`src/rtl/axi4_slave_pkg.sv`:
```
// Shared types for the AXI4 slave memory path.
// Arbiter state encoding and port identifiers.
package axi4_slave_pkg;

  typedef enum logic [1:0] {
    ARB_IDLE    = 2'b00,
    ARB_RD_LOCK = 2'b01,
    ARB_WR_LOCK = 2'b10
  } arb_state_t;

  localparam logic ARB_PORT_WR = 1'b0;
  localparam logic ARB_PORT_RD = 1'b1;

endpackage

```
`src/rtl/axi4_slave_mem_arbiter.sv`:
```
// Per-beat, burst-locked round-robin arbiter for the slave's
// single-port memory, with an idle watchdog on the lock owner.
module axi4_slave_mem_arbiter
  import axi4_slave_pkg::*;
#(
  parameter int DATA_WIDTH     = 32,
  parameter int ADDR_WIDTH     = 32,
  parameter int IDLE_TIMEOUT   = 16,
  parameter int RESET_PRIORITY = 0
) (
  input  logic                    clk,
  input  logic                    rst,
  input  logic                    rd_req,
  input  logic [ADDR_WIDTH-1:0]   rd_addr,
  input  logic                    rd_last,
  output logic                    rd_gnt,
  output logic                    rd_rvalid,
  output logic [DATA_WIDTH-1:0]   rd_rdata,
  input  logic                    wr_req,
  input  logic [ADDR_WIDTH-1:0]   wr_addr,
  input  logic [DATA_WIDTH-1:0]   wr_wdata,
  input  logic [DATA_WIDTH/8-1:0] wr_wstrb,
  input  logic                    wr_last,
  output logic                    wr_gnt,
  output logic                    mem_en,
  output logic                    mem_we,
  output logic [ADDR_WIDTH-1:0]   mem_addr,
  output logic [DATA_WIDTH-1:0]   mem_wdata,
  output logic [DATA_WIDTH/8-1:0] mem_wstrb,
  input  logic [DATA_WIDTH-1:0]   mem_rdata,
  output logic                    timeout_err
);

  localparam int CW = $clog2(IDLE_TIMEOUT + 1);
  localparam logic [CW-1:0] CNT_LAST = CW'(IDLE_TIMEOUT - 1);
  localparam logic LW_RST = (RESET_PRIORITY != 0);

  arb_state_t    state_q, state_d;
  logic          lw_q, lw_d;
  logic [CW-1:0] cnt_q, cnt_d;
  logic          rvalid_q, rvalid_d;

  always_comb begin
    rd_gnt      = 1'b0;
    wr_gnt      = 1'b0;
    state_d     = state_q;
    lw_d        = lw_q;
    cnt_d       = cnt_q;
    timeout_err = 1'b0;
    // rst gating keeps grants low while reset is held
    unique case (state_q)
      ARB_IDLE: begin
        if (rd_req && (!wr_req || lw_q == ARB_PORT_WR))
          rd_gnt = rst;
        else if (wr_req)
          wr_gnt = rst;
      end
      ARB_RD_LOCK: rd_gnt = rd_req & rst;
      ARB_WR_LOCK: wr_gnt = wr_req & rst;
      default: ;
    endcase
    if (rd_gnt) begin
      cnt_d = '0;
      if (rd_last) begin
        state_d = ARB_IDLE;
        lw_d    = ARB_PORT_RD;
      end else begin
        state_d = ARB_RD_LOCK;
      end
    end else if (wr_gnt) begin
      cnt_d = '0;
      if (wr_last) begin
        state_d = ARB_IDLE;
        lw_d    = ARB_PORT_WR;
      end else begin
        state_d = ARB_WR_LOCK;
      end
    end else if (state_q != ARB_IDLE) begin
      // no grant while locked means the owner left req low
      if (cnt_q == CNT_LAST) begin
        state_d     = ARB_IDLE;
        cnt_d       = '0;
        timeout_err = 1'b1;
        lw_d        = (state_q == ARB_RD_LOCK) ? ARB_PORT_RD
                                               : ARB_PORT_WR;
      end else begin
        cnt_d = cnt_q + CW'(1);
      end
    end else begin
      cnt_d = '0;
    end
    rvalid_d = rd_gnt & ~wr_gnt;
  end

  always_ff @(posedge clk or negedge rst) begin
    if (!rst) begin
      state_q  <= ARB_IDLE;
      lw_q     <= LW_RST;
      cnt_q    <= '0;
      rvalid_q <= 1'b0;
    end else begin
      state_q  <= state_d;
      lw_q     <= lw_d;
      cnt_q    <= cnt_d;
      rvalid_q <= rvalid_d;
    end
  end

  assign mem_en    = rd_gnt | wr_gnt;
  assign mem_we    = wr_gnt;
  assign mem_addr  = wr_gnt ? wr_addr : rd_addr;
  assign mem_wdata = wr_wdata;
  assign mem_wstrb = wr_gnt ? wr_wstrb : '0;
  assign rd_rvalid = rvalid_q;
  assign rd_rdata  = mem_rdata;

endmodule

```
`config.mk`:
```
export PLATFORM = sky130hd
export DESIGN_NAME = axi4_slave_mem_arbiter
export DESIGN_NICKNAME = d
export VERILOG_FILES = /design/src/rtl/axi4_slave_pkg.sv /design/src/rtl/axi4_slave_mem_arbiter.sv
export SDC_FILE = /design/constraint.sdc
export NUM_CORES = 1
export LEC_CHECK = 0
export CAP_MARGIN = 20
export CORE_AREA = 2 2 94 96
export CTS_CLUSTER_SIZE = 10
export DETAILED_ROUTE_END_ITERATION = 12
export DIE_AREA = 0 0 96 98
export PLACE_DENSITY = 0.69
export SYNTH_ARGS = -nofsm -noshare
export SYNTH_HDL_FRONTEND = slang
export SYNTH_SLANG_ARGS = --single-unit
```
`constraint.sdc`:
```
create_clock -name clk -period 2.1 [get_ports clk]
set_clock_uncertainty 0.15 [all_clocks]
set_input_delay 0.525 -clock clk [delete_from_list [all_inputs] [get_ports clk]]
set_output_delay 0.525 -clock clk [all_outputs]
set_load 0.02 [all_outputs]
```
Fig. 1: close-up of the layout
The bar under the picture is 20 um long. Window x 23 to 73, y 44 to 94 um. Cells in gray, sequential cells in the stronger gray; small squares are vias.
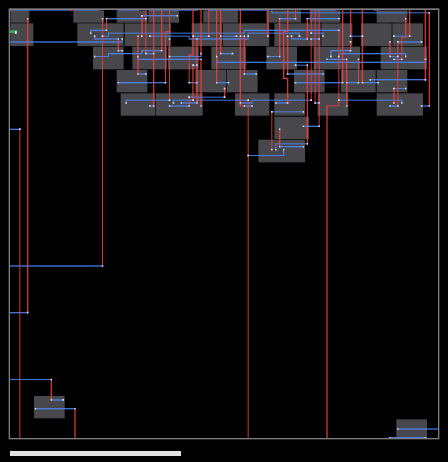
Green is M3. Blue is M1. Red is M2.
Most frequent: clkdlybuf4s50_1 (22), mux2_4 (9), buf_6 (9). Sequential cells in the window: 0. 40 logic cells have their middle in the window.

Fig. 2: where the registers sit
The bar under the picture is 20 um long. Other sequential cells in the stronger gray, the rest of the logic in the fainter gray.
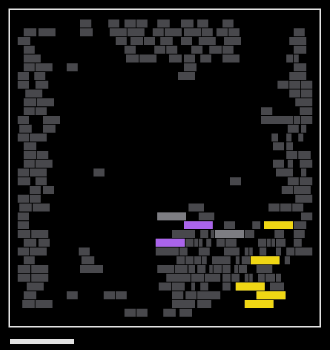
Yellow is `cnt_q`, placed flops 5, where bottom right. Purple is `state_q`, placed flops 2.
Another 2 sequential cells are not colored.
sequential power: 0.292 mW
final core utilization: 31.1%
fraction of area in registers: 8.54%
area taken by flip-flops and latches: 225 um^2

==> results.env <==
RUN_STATUS='finished with violations'
VIOLATIONS='setup timing'
PWR_DENSITY_CELL_nW_PER_UM2=647
DPL.HPWL_MM=4.10
REPORT.FINAL.SETUP_VIOL=38
FILL_CELLS=859
CRITPATHMAXSTAGEDELAY_NS=0.44
MIN_PATH_TYPE='reg -> reg'
CAP_VIOL_MAX_COUNT=0
VDD.IR_DROP.WORST_mV=0.228
CTS_MAX_PATH_BUFFERS=2
SYNTH.LIB_CELLS_USED.DISTINCT=25
PATH_BUFFERS=3
GRT_SETUP_UNREPAIRED='true'
FLOORPLAN.ROWS=34
SETUP.WORST_PATH.START_CLASS='register'
AREAGROWTHSYNTHTOFINISH_PCT=90.9
GRT_START_MAX_NET_PINS=13
POWER.SHARE.SEQUENTIAL_PCT=17.1
WORST_PATH_MOST_REPEATED_CELL='buf_12'
TIMING_WORST_SETUP_PATH_TYPE='reg -> out'
CTS.REPORTEDPATHS.CLKPINSLEW_NS=0.04
SWITCHING_SHARE_PCT=37.1
CLOCK.LATENCY.LATE_PIN_NS=0.23
P_INT_mW=1.07
FIN_CELLS=334
ANTENNADIODECOUNT=0
SYNTH.FF_LATCH_COUNT=9
CRITICAL-PATH-SLOWEST-CELL='o311a_4'
GRT_USE_TOTAL_PCT=11.0
GLOBALPLACE.CONGESTION=0.733
PIN_SLEW_WITH_THE_LEAST_HEADROOM_TO_ITS_LIMIT_NS=0.192
DETAIL_ROUTE.FIRST_PASS.ITERATIONS=4
LAYOUT-DRIVE-GT1-SHARE_PCT=49.1
POST_SYNTH_INST_COUNT=152
FULL_DIE_AREA_UM2=9410
IOS=244
PLACEDCELLCOUNT=319
DIE-WIDTH_UM=96
SYN_AVG_CELL_AREA_UM2=9.09
FMAX_GHz=0.406
GRT_OVERFLOW_TOTAL=0
CTSHOLDBUFFERS=0
HOLD_VIOLATIONS=0
WARNING_COUNT=29
H_TREE_DEPTH=1
WORST_SETUP_SLACK_FINAL_NS=-0.361
LAYOUT_WORST_PATH_CYCLE_SHARE_PCT=117
TRITONCTS='built'
YOSYS_WARNINGS=0
INITIALDRTVIOLATIONCOUNT=22
NUMBER_OF_GLOBAL_ROUTE_VIAS_BEFORE_REPAIR=1496
STATIC-LEAKAGE-POWER_nW=1.18
LAYOUT.AREA.COMB_UM2=772
FINAL_MAX_SLEW_VIOL_COUNT=0
GRT_PASS1_WL_MM=7.82
SYNTH.NET_COUNT=291
CORE-AREA_UM2=8470
CLOCKROOTBUFFER='clkbuf_8'
CRITICAL_PATH_ARRIVAL_NS=1.79
POST-ROUTE-MIN-PERIOD_NS=2.46
AVGVIACOUNTPERCELL=3.94
SYNTH.CELL_AREA_UM2=1380
ANT_NETS=0
TIMING.CRITICAL_PATH.MAX_DELAY_FAMILY='AND-OR/OR-AND gates'
FIN_TNS_SETUP_NS=-10.69
CRIT_FANOUT=8
SYNTH-CELLS-YOSYS=152
PORT-BUFFER-COUNT=115
TIMING.CRITICAL_PATH.REQUIRED_NS=1.42
SWITCHING_POWER_mW=0.633
LAYOUT_TOP_CELLS_EXCL_FILL_TAP='clkdlybuf4s50_1 (71), buf_6 (37), mux2_4 (32), buf_4 (17), dfrtp_1 (9)'
SYNTH_SEQUENTIAL_AREA_RATIO_PCT=16.3
Fig. 3: the clock network
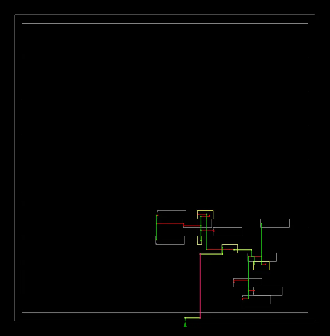
Sinks on Clock Net: 9
sequential cells: 9
number of CTS-inserted buffers: 3
number of clock-tree buffers in the layout: 4

Fig. 4: M1 wires
The bar under the picture is 20 um long.
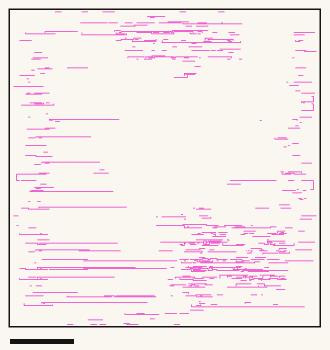
The layer carries 1810 um of wire. The longest straight run is 35.0 um.
routed via count: 1317
final WL: 5.44 mm
grt met1 use: 10.8%

[per-stage QoR]
step	cell area (um^2)	util [%]	power (mW)	hold slack, ns	setup WS (ns)
finish	2640	31.1	1.71	0.312	-0.361
detailed placement	2260	26.7	1.25	0.310	-1.19
global placement	2260	26.7	1.24	0.305	-1.17
global route	2640	31.1	1.82	0.352	-0.413
floorplan	1400	-	0.962	0.0794	-0.0847
CTS	2630	31.1	1.72	0.248	-0.360
[routing by layer]
metal	vias up	global-route usage [%]	share of wire (%)	routed length, um
met4	0	3.08	2.0	111
met3	16	3.47	11	605
li1	592	-	-	-
met2	115	21.3	54	2910
met5	-	0	0	0
met1	594	10.8	33	1810
[synth_stat cells (all sizes together)]
master | n | share of area [%]
mux2 | 32 | 27
o311a | 1 | 0.72
nand2 | 3 | 0.82
inv | 2 | 0.54
xnor2 | 1 | 0.63
buf | 70 | 38
and3 | 2 | 0.91
a21oi | 1 | 0.36
o211ai | 1 | 0.54
mux2i | 4 | 2.9
nand4b | 1 | 0.63
o21ai | 3 | 1.1
a211oi | 2 | 1.1
nand3 | 2 | 0.72
ha | 1 | 0.91
a31oi | 2 | 0.91
nor2 | 8 | 2.2
nor2b | 2 | 1.1
dfrtp | 9 | 16
xor2 | 1 | 0.63
and2 | 4 | 1.8
[worst paths after layout]
kind,start,to,slack [ns],depth (start not counted)
worst max-delay path,state_q[1]$_DFFE_PN0P_,mem_addr[14],-0.36,5
worst min-delay path,cnt_q[0]$_DFF_PN0_,cnt_q[0]$_DFF_PN0_,0.31,1
worst max register to register,state_q[1]$_DFFE_PN0P_,lw_q$_DFFE_PN0P_,0.15,6
worst min register to register,cnt_q[0]$_DFF_PN0_,cnt_q[0]$_DFF_PN0_,0.31,1
max in group asynchronous,rst,state_q[1]$_DFFE_PN0P_,1.32,4
min in group asynchronous,rst,cnt_q[0]$_DFF_PN0_,0.36,4
[cell type report]
class	instances	share of cell area [%]
clock buffer	4	1.71
inverter	2	0.570
multi-input combinational	71	29.3
timing repair buffer	140	54.8
tap	108	5.13
sequential	9	8.54
[power groups by stage]
stage	Clock, mW	Sequential (mW)	Combinational, mW
after floorplan	0	0.292	0.670
after global placement	0	0.285	0.950
after detailed placement	0	0.291	0.962
after CTS	0.208	0.289	1.23
after global routing	0.217	0.302	1.30
final	0.198	0.292	1.22
[cell families after synthesis]
family	count (synthesis)	share of synthesized area, %
AND-OR/OR-AND	10	4.71
XOR/XNOR	2	1.27
adder cells (fa/ha/maj)	1	0.906
buffers and inverters	72	38.6
flip-flops	9	16.3
multiplexers	36	30.1
AND/OR/NAND/NOR	22	8.15
[sequential cells by signal, summed over array words and instances, names as in the netlist]
signal,flops
cnt_q,5
state_q,2
lw_q,1
rd_rvalid,1
[what timing repair did]
action / 4_1_cts / 5_1_grt
setup buffers: 7 / 3
cloned: 3 / 0
pin swaps: 2 / 4
setup endpoints to repair: 42 / 41
resized: 291 / 8
Power figures rest on the tool's default switching activity, not on a simulated workload.
